==> config.mk <==
export PLATFORM = sky130hd
export DESIGN_NAME = dtlb_refill_flat
export DESIGN_NICKNAME = d
export VERILOG_FILES = /design/src/rtl/dtlb_refill_pkg.sv /design/src/rtl/dtlb_refill_if.sv /design/src/rtl/dtlb_refill.sv /design/src/flat_wrapper.sv
export SDC_FILE = /design/constraint.sdc
export NUM_CORES = 1
export LEC_CHECK = 0
export CORE_MARGIN = 5
export CORE_UTILIZATION = 49
export CTS_CLUSTER_SIZE = 14
export DETAILED_ROUTE_END_ITERATION = 16
export GPL_TIMING_DRIVEN = 0
export PLACE_DENSITY_LB_ADDON = 0.25
export SLEW_MARGIN = 0
export SYNTH_ARGS = -nofsm -noshare
export SYNTH_HDL_FRONTEND = slang
export SYNTH_SLANG_ARGS = --single-unit
==> constraint.sdc <==
create_clock -name clk -period 3.13 [get_ports clk]
set_input_delay 0.313 -clock clk [delete_from_list [all_inputs] [get_ports clk]]
set_output_delay 0.313 -clock clk [all_outputs]
set_load 0.01 [all_outputs]
### The metal 2 layer, run 1

(2 px per um) Cells faint in the background.
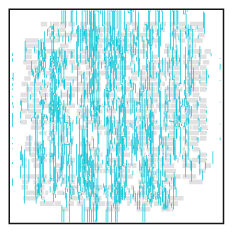
longest straight run = 46.1 um
main direction = vertical
nets with wire on the layer = 611
met2 Usage GRT: 37.33%
routed via count: 4210
WL final: 12530 um

### M4 wires, run 1

(4 px per um) Supply wires on this layer in gray.
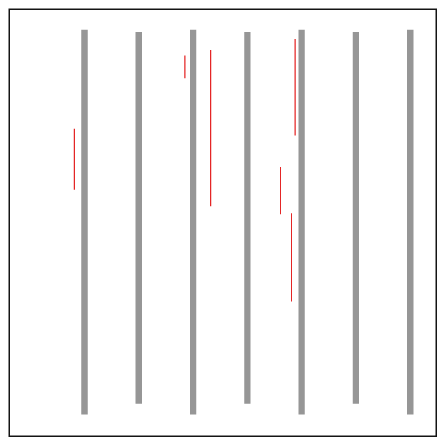
nets with wire on the layer = 5
wire length on this layer = 116 um

### M3 wires, run 1

(4 px per um)
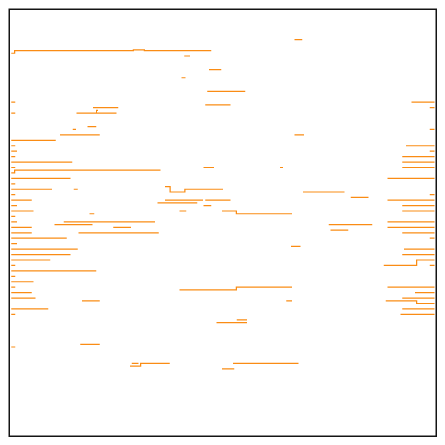
wire length on this layer = 745 um
main direction = horizontal
share of all routed wire = 5.9%
GRT met3 Usage: 4.007%

==> flow_results.org, run 1 <==
#+TITLE: Physical design notes

** Run status
- Result of the run :: complete, no violations

** Yosys
- Synthesis inferred around 100 register bits.
- Dividing the synthesized area by the synthesized cell count gives 8.440 um2.
- For reference, compound AND-OR and OR-AND cells occupy 16.09% of the area reported after synthesis.
- Ys flop type :: sky130_fd_sc_hd__dfxtp_1
- Counting instances in the post-synthesis netlist gives the leading cell types as sky130_fd_sc_hd__nand2_1 (122), sky130_fd_sc_hd__dfxtp_1 (102), sky130_fd_sc_hd__a21oi_1 (79).
- Total of warnings raised by yosys :: 0
- Chip area estimate from yosys synthesis :: 0.004549 mm2
- The synthesized netlist was found by Yosys to have ~540 cells.
- Portion of synthesized cell area occupied by the leading cell type :: 44.88%
- Summing the areas of all xor and xnor instances in the mapped netlist gives 3.465% of the synthesized area.
- Top post-synthesis cells by area :: sky130_fd_sc_hd__dfxtp_1 (45%), sky130_fd_sc_hd__nand2_1 (10%), sky130_fd_sc_hd__a21oi_1 (8.7%)

** Timing
- Min Hold Slack :: roughly 0.46 ns
- After routing, the total negative slack on setup checks comes to 0 ns.
- Period utilization :: 82.22%
- The highest clock rate this design can be run at is about 390 MHz.
- Setup clock skew after layout :: 0.01359 ns

** Critical path
- Sort of element at the end of the critical path :: flip-flop
- For the worst setup path, the data required time is 3.42 ns.
- Worst reg-to-reg path cell count :: 8
- The slowest stage of the critical path belongs to the cell sky130_fd_sc_hd__clkdlybuf4s50_1.
- In this run the worst path has a maximum fanout of 4.
- The worst setup path is launched from an input pin.

** Clock network
- In this run the number of H-tree levels came out at 3.
- Count of hold-fix buffers inserted at cts :: 0
- TritonCTS Buffers :: 9
- Post-CTS timing repair inserted 0 buffers for setup.
- Looking at the clock tree report, the root buffer type is sky130_fd_sc_hd__clkbuf_8.

** Detailed routing
- The count of nets left with antenna violations once routing finished came out at 0.
- Signal nets in the final route climb as high as met4.
- Once iteration 0 of detailed routing completed, the report listed between 150 and 200 DRC markers.
- The iteration count recorded for the first detailed-route pass is 5.
- Average detailed-routed wire length per instance :: 15.84 um

** Layout
- Compared with the post-synthesis result, the final layout area differs by 34.93%.
- Cells with a size suffix above 1 make up 6.324% of the layout.

** Die
- The floorplan has 35 rows.

** Place
- Placed cell areas :: around 0.0059 mm2
- Placement Setup Slack :: 0.1928 ns

** Global routing
- Wire length of the first global-routing pass :: 20230 um

** Hold path
- The number of cells on the worst hold path is listed as 2.
[run 1: critical path: cells and delay by family]
family                   cells  cell delay (ns)
AND-OR/OR-AND                5             1.05
adder cells (fa/ha/maj)      2             0.68
buffers and inverters        1             0.45
multiplexers                 1             0.36
[run 1: power by group]
group | internal [mW] | total [mW] | switching, mW
registers | 1.34 | 1.37 | 0.0283
logic | 0.224 | 0.471 | 0.247
clock network | 0.316 | 0.820 | 0.504
total | 1.88 | 2.66 | 0.779
[run 1: area by class of cell]
type,instances,area (um2),share of cell area [%]
clock inverter,7,75.07,1.223
buffer,28,136.4,2.222
timing repair buffer,125,1251,20.38
tap,111,138.9,2.263
inverter,9,33.78,0.5503
multi-input combinational,400,2337,38.08
clock buffer,9,123.9,2.018
sequential,102,2042,33.27
### Placed standard cells, run 1

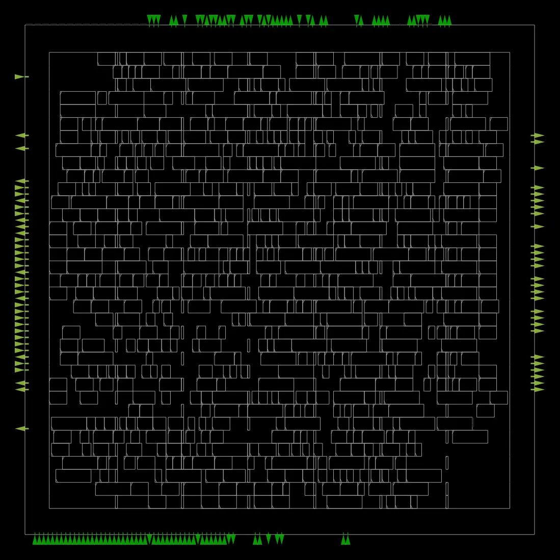

==> inputs of run 2 (changes only) <==
- CORE_UTILIZATION: 49 -> 45
- clock period: 3.13 -> 2.4 ns (I/O delays scaled with it)
### Placed standard cells, run 2

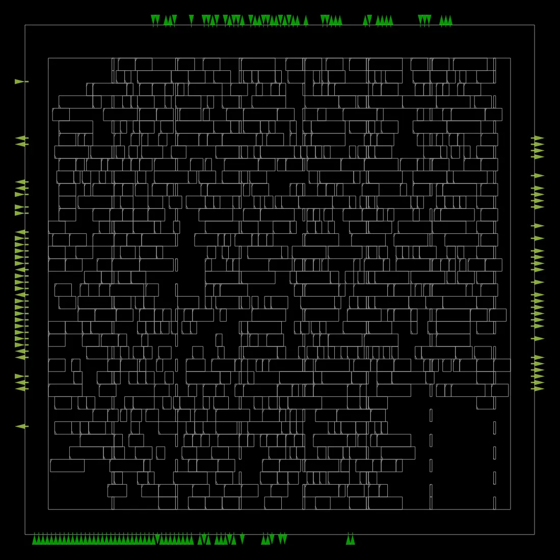
Row Count: 36
number of filler instances in the final layout: 887

### M3 wires, run 2

(3 px per um)
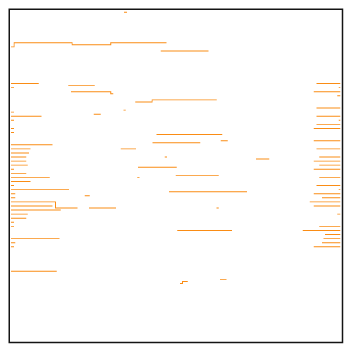
main direction = horizontal
longest straight run = 25.8 um
wire length on this layer = 651 um
nets with wire on the layer = 75
WL final: 12970 um
GRT met3 Usage: 5.088%
routed via count: 4195

==> run 2 against run 1 <==
Core utilization decreased by 4.1 points. Sequential power increased by about 30%. Via count decreased by 0.36%. Critical path type unchanged. Largest cell class unchanged. Largest power group unchanged.
==> flow_results.org, run 2 <==
#+TITLE: Physical design notes

** Layout
- Combinational gate count :: 400
- Non-clock buffer count in the final layout :: 155
- In the final layout, the share of cells above drive strength 1 is 7.038%.
- Combinational Area :: ~0.0023 mm2
- Reg area :: ~0.0020 mm2
- Non-clk invs :: 9
- Ranked by total area, the top cell class in this layout is combinational gates.
- In the final layout, clock buffers and inverters account for about 3.1% of the cell area.
- Sequential cells :: 102
- Logic gate fraction of the total cell area :: a little under two fifths
- Fraction of standard cell area that is sequential :: 33.03%
- In the finished layout, the clock tree contains a buffer count of 9.
- From synthesis to final layout, the design area changed by 35.89%.
- Non-clock buffer area fraction after layout :: 22.69%

** Timing
- The flow reports an fmax of 432.8 MHz.
- Setup clock skew after layout :: about 0.012 ns
- In the finished design, the share of the clock period the worst path needs comes to 96.27%.

** Yosys
- AND-OR/OR-AND Cells, Area Fraction :: 16.09%
- Yosys stat counts 539 cells in the synthesized netlist.
- Dividing the synthesized area by the synthesized cell count gives 8.440 um2.
- The stat command in Yosys gives a chip area of 0.004549 mm2.
- Yosys reports that the leading cell type by area covers 44.88% of the netlist area.
- Synth top cells by count :: sky130_fd_sc_hd__nand2_1 (122), sky130_fd_sc_hd__dfxtp_1 (102), sky130_fd_sc_hd__a21oi_1 (79)
- The synthesis log from Yosys contains 0 warnings.
- Ys flop type :: sky130_fd_sc_hd__dfxtp_1
- Once synthesis finished, the tally of register bits stood at 102.
- Per the post-synthesis report, the number of cells in the design is 539.
- Async SR Flop Fraction :: 0%
- Top post-synthesis cells by area :: sky130_fd_sc_hd__dfxtp_1 (45%), sky130_fd_sc_hd__nand2_1 (10%), sky130_fd_sc_hd__a21oi_1 (8.7%)
- The largest total area in the synthesized netlist belongs to sky130_fd_sc_hd__dfxtp_1.
- Xor-xnor portion of the synthesized cell area :: 3.465%

** Pwr
- Power Internal :: 2.449 mW
- The power report attributes to the sequential group a share of 51.7%.
- The script extracted a total leakage power of between 2 and 2.5 nW.
- Clock share of power :: a little under a third
- Switching Share :: 29.08%
- Switching Power :: 1.004 mW
- Sequential Power :: around 1.8 mW
- Per report_power, the Clock row totals about 1.0 mW.
- Top Consumer :: sequential cells
- In this run the VDD rail shows a maximum IR drop of 0.3820 mV.
- Combinational Power :: roughly 0.63 mW
- Combinational power share :: a little under a fifth

** Detailed routing
- Vias per Instance :: 5.147
- Initial detailed-routing violation count :: roughly 190
- Iteration count of the initial detailed-routing pass :: 5
- The count of nets left with antenna violations once routing finished came out at 0.
- For this run, design rule violations remaining after detail routing come to 0.
- TritonRoute output was used to compute an average wire per cell of 15.92 um.

** Clock network
- For this design, the sink count on the clock tree is around 100.
- Clock tree from TritonCTS :: yes
- Number of buffers between clock root and the deepest sink :: 2
- In this run the post-CTS setup repair buffer count came out at 1.
- After clock tree synthesis, the flow added hold-fix buffers numbering 0.
- TritonCTS Buffers :: 9
- H-tree levels :: 3
- Per the CTS log, the root buffer master is sky130_fd_sc_hd__clkbuf_8.

** Critical path
- Largest delay contributor family on the critical path :: AND-OR/OR-AND gates
- Number of buffer and inverter stages on the critical path :: 1
- STA classifies the critical path endpoint as a flip-flop.
- Startpoint class of the critical path :: input pin
- The OpenROAD report gives the critical path a required time of 2.70 ns.
- Looking at the critical path, the highest net fanout was 4.
- Critical Path Stages :: 9
- The critical path goes through clkdlybuf4s50_1, ha_2, fa_2, a21oi_2, o211ai_2, o221a_2, o211ai_1, mux2_2, o211ai_1.
- Max stage delay cell, worst path :: sky130_fd_sc_hd__clkdlybuf4s50_1
- Worst reg-to-reg path cell count :: 6

** Global routing
- Vias in the first global route :: 4277
- The first global-routing pass estimated 21150 um of wire.
- Per the GRT congestion report, total overflow comes to 0.
- Met2 Usage GRT :: 36.45%
- Aggregate global-route resource usage :: 20.74%
- Entering global routing, the biggest net connects 20 pins.

** Run status
- The flow ran to the end, and the final reports show no timing, DRC or antenna violations.

** Run
- Per the run summary, max-cap violations total 0.

** Die
- Die span in x :: about 110 um
- Per the OpenROAD floorplan log, the area of the die is 0.01222 mm2.
- Across the placement rows, the number of tap cells is 133.
- about 160 I/O pins were placed.

** Place
- Placed cell areas :: between 0.005 and 0.006 mm2

** Hold path
- The most critical min-delay path falls under in -> reg.
- Instance count along the most critical hold path :: 3
==> run 2: stage by stage <==
stage / setup TNS (ns) / setup slack (ns) / hold WS (ns)
floorplan: 0 / 0.2626 / 0.3760
global placement: -1.299 / -0.4034 / 0.4421
detailed placement: -1.597 / -0.4666 / 0.4437
CTS: 0 / 0.002961 / 0.4070
global route: 0 / 0.03793 / 0.4137
finish: 0 / 0.08955 / 0.4191
==> run 2: worst min-delay path, stage by stage <==
cell	delay, ns
sky130_fd_sc_hd__clkdlybuf4s50_1	0.39
sky130_fd_sc_hd__nand2_1	0.05
sky130_fd_sc_hd__a21oi_1	0.05
==> run 2: per-layer routing <==
layer	vias to the layer above	share of wire [%]	wire, um
li1	2114	-	-
met1	1969	44	5710
met2	99	50	6481
met3	13	5.0	651
met4	0	0.99	129
met5	-	0	0
No activity file was given, so power comes from the tool's default toggle rates.
